Fig. 1: placed cells, one color a class
Drawn at 4 px/um. Fill, decap, tap and diode cells in gray.
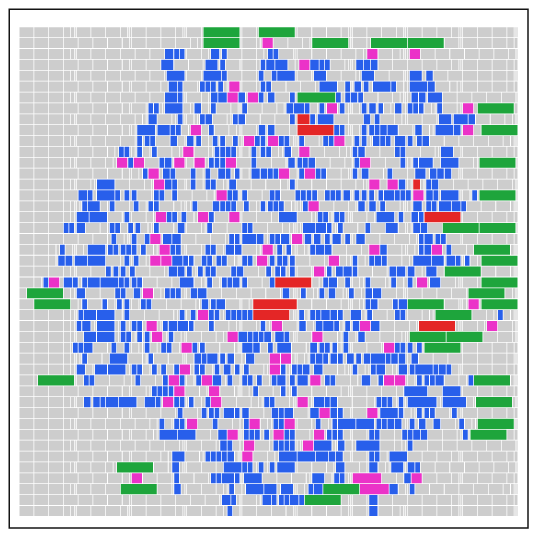
Fig. 2: routed clock nets over the placement
Drawn at 4 px/um.
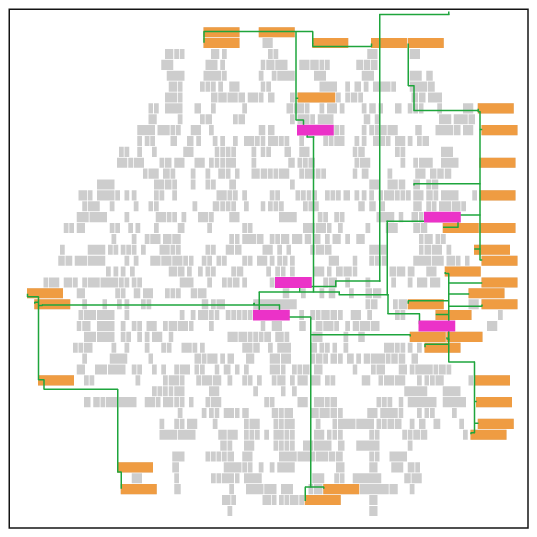
Fig. 3: routing congestion map
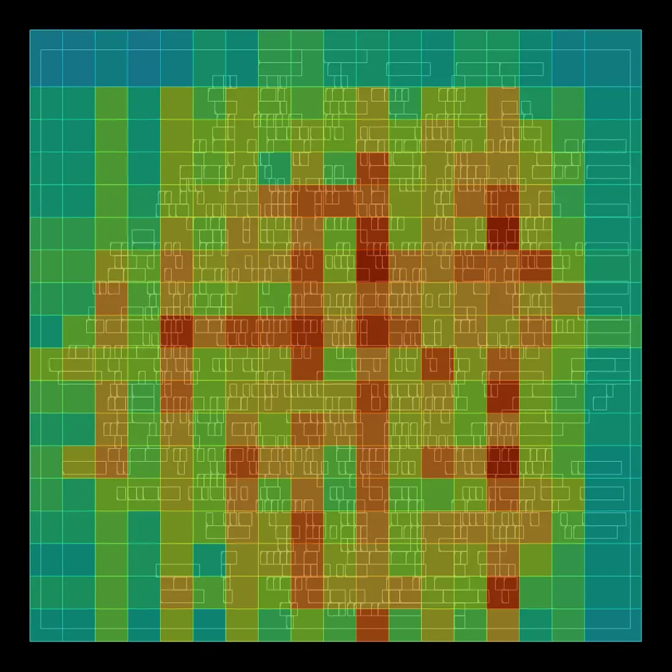
`src/rtl/alu_pkg.sv`:
```
// Shared constants for the MIPS integer ALU: operation encodings and default datapath width.
package alu_pkg;

    localparam int ALU_WIDTH = 32;

    localparam logic [1:0] ALU_AND = 2'b00;
    localparam logic [1:0] ALU_OR  = 2'b01;
    localparam logic [1:0] ALU_ADD = 2'b10;
    localparam logic [1:0] ALU_SUB = 2'b11;

endpackage

```
`src/rtl/alu_addsub.sv`:
```
// Shared adder/subtractor: computes A + B or A + ~B + 1.
// Also produces the carry-out and the signed overflow flag.
module alu_addsub #(
    parameter int WIDTH = 32
) (
    input  logic [WIDTH-1:0] a_i,
    input  logic [WIDTH-1:0] b_i,
    input  logic             sub_i,
    output logic [WIDTH-1:0] sum_o,
    output logic             carry_o,
    output logic             overflow_o
);

    logic [WIDTH-1:0] b_eff;
    logic [WIDTH:0]   full_sum;

    assign b_eff    = sub_i ? ~b_i : b_i;
    assign full_sum = {1'b0, a_i} + {1'b0, b_eff} + {{WIDTH{1'b0}}, sub_i};

    assign sum_o   = full_sum[WIDTH-1:0];
    assign carry_o = full_sum[WIDTH];

    // Overflow occurs when the effective operands agree in sign but the sum does not.
    // With b inverted, this covers both the add case and the subtract case.
    assign overflow_o = (a_i[WIDTH-1] == b_eff[WIDTH-1]) &&
                        (full_sum[WIDTH-1] != a_i[WIDTH-1]);

endmodule

```
`src/rtl/alu.sv`:
```
// Registered MIPS integer ALU: AND/OR/ADD/SUB with Zero, Carry, Overflow and Negative flags.
// There is one clock of latency from the operands to the outputs.
module alu
    import alu_pkg::*;
#(
    parameter int WIDTH = ALU_WIDTH
) (
    input  logic             clk,
    input  logic             reset,
    input  logic [WIDTH-1:0] Operand1,
    input  logic [WIDTH-1:0] Operand2,
    input  logic [1:0]       ALUControl,
    output logic [WIDTH-1:0] ALUResult,
    output logic             Zero,
    output logic             Carry,
    output logic             Overflow,
    output logic             Negative
);

    logic [WIDTH-1:0] as_sum;
    logic             as_carry;
    logic             as_overflow;

    logic [WIDTH-1:0] result_d, result_q;
    logic             carry_d, carry_q;
    logic             overflow_d, overflow_q;
    logic             zero_q, negative_q;

    alu_addsub #(
        .WIDTH(WIDTH)
    ) u_addsub (
        .a_i        (Operand1),
        .b_i        (Operand2),
        .sub_i      (ALUControl == ALU_SUB),
        .sum_o      (as_sum),
        .carry_o    (as_carry),
        .overflow_o (as_overflow)
    );

    always_comb begin
        result_d   = '0;
        carry_d    = 1'b0;
        overflow_d = 1'b0;
        case (ALUControl)
            ALU_AND: result_d = Operand1 & Operand2;
            ALU_OR:  result_d = Operand1 | Operand2;
            ALU_ADD, ALU_SUB: begin
                result_d   = as_sum;
                carry_d    = as_carry;
                overflow_d = as_overflow;
            end
        endcase
    end

    // A reset value of Zero=1 keeps the flag consistent with the cleared result.
    always_ff @(posedge clk or posedge reset) begin
        if (reset) begin
            result_q   <= '0;
            zero_q     <= 1'b1;
            carry_q    <= 1'b0;
            overflow_q <= 1'b0;
            negative_q <= 1'b0;
        end else begin
            result_q   <= result_d;
            zero_q     <= (result_d == '0);
            carry_q    <= carry_d;
            overflow_q <= overflow_d;
            negative_q <= result_d[WIDTH-1];
        end
    end

    assign ALUResult = result_q;
    assign Zero      = zero_q;
    assign Carry     = carry_q;
    assign Overflow  = overflow_q;
    assign Negative  = negative_q;

endmodule

```
`config.mk`:
```
export PLATFORM = sky130hd
export DESIGN_NAME = alu
export DESIGN_NICKNAME = d
export VERILOG_FILES = /design/src/rtl/alu_pkg.sv /design/src/rtl/alu_addsub.sv /design/src/rtl/alu.sv
export SDC_FILE = /design/constraint.sdc
export NUM_CORES = 1
export LEC_CHECK = 0
export ABC_AREA = 1
export CAP_MARGIN = 20
export CORE_MARGIN = 2
export CORE_UTILIZATION = 30
export DETAILED_ROUTE_END_ITERATION = 10
export DONT_BUFFER_PORTS = 1
export PLACE_DENSITY = 0.52
export SLEW_MARGIN = 20
export SYNTH_ARGS = -nofsm -noshare
export SYNTH_HDL_FRONTEND = slang
export SYNTH_SLANG_ARGS = --single-unit
```
`constraint.sdc`:
```
create_clock -name clk -period 2.99 [get_ports clk]
set_input_delay 0.598 -clock clk [delete_from_list [all_inputs] [get_ports clk]]
set_output_delay 0.598 -clock clk [all_outputs]
set_load 0.02 [all_outputs]
```
==> results_dict.tcl <==
# yosys + openroad results
set metrics [dict create \
    drive_gt1_frac 0.158 \
    ys_sh_xor 0.0576 \
    grtUsageMet1 0.278 \
    nNetsFinal 997 \
    adder_share 0.113 \
    dpl_cell_area_sq_mm 0.00559 \
    vias_per_cell 4.64 \
    final_cell_area_sq_mm 0.00581 \
    cp-startpoint "ALUControl[0]" \
    top_logic_kind "simple AND/OR/NAND/NOR gates" \
    pwr-share-seq 0.269 \
    vias 5099 \
    ys_warn_count 0 \
    flops 35 \
    met2_wirelength_um 7070 \
    tns_ps 0 \
    yosys.area_share.aoi 0.0906 \
    p_seq_uw 678 \
    cts_resized 0 \
    comb_area_sq_mm 0.00331 \
    critical_path_class "input pin to register" \
    numPortBuffers 0 \
    most-common-layout-cells "nand2_1 (235), inv_1 (126), nor2_1 (111), buf_4 (86), nand3_1 (67)" \
    cts_htree_levels 2 \
    fin_hold_ws_ps 248 \
    buffers 88 \
    drtPass1Iterations 5 \
    met3_usage 0.0491 \
    die_w_um 129 \
    edf_count 0 \
    clkbuf_count 5 \
    inverters 134 \
    power_density_mw_per_mm2 434 \
    status "finished, final reports clean" \
    crit_cells 20 \
    grt-ovfl-total 0 \
    routed.top_layer "met4" \
    required_ps 3210 \
    root_buffer "clkbuf_16" \
    drt-met1-wl_um 7750 \
    nMultiInputCombCells 623 \
    netlist_top_cells_count "nand2_1 (237), inv_1 (127), nor2_1 (115), nand3_1 (67), ha_1 (41)" \
    synthCells 805 \
    power_switching_uw 1060 \
    tool_warnings 35 \
    dr_wl_met3_um 1220 \
    fmax_ghz 0.353 \
    drc_errors 0 \
    largest_reg_flops 31 \
]
About Fig. 1:
- red: clock drivers and dummy loads (cells 8; share of their area 3.0%)
- blue: all other logic (cells 757; share of their area 69%)
- magenta: other buffers and delay cells (cells 88; share of their area 12%)
- green: flip-flops (cells 35; share of their area 16%)

About Fig. 2:
- magenta: cells driving clock nets (count 5)
- orange: flip-flops (count 35)
- green: clock wires (length 749 um)
- flops lie: spread over the die
power share of the clock group: 0.246
Clk. pwr: 622 uW

About Fig. 3:
fin util: 0.381
GRT Overall Usage: 0.202
drt wl/cell: 14.8 um

Power figures rest on the tool's default switching activity, not on a simulated workload.
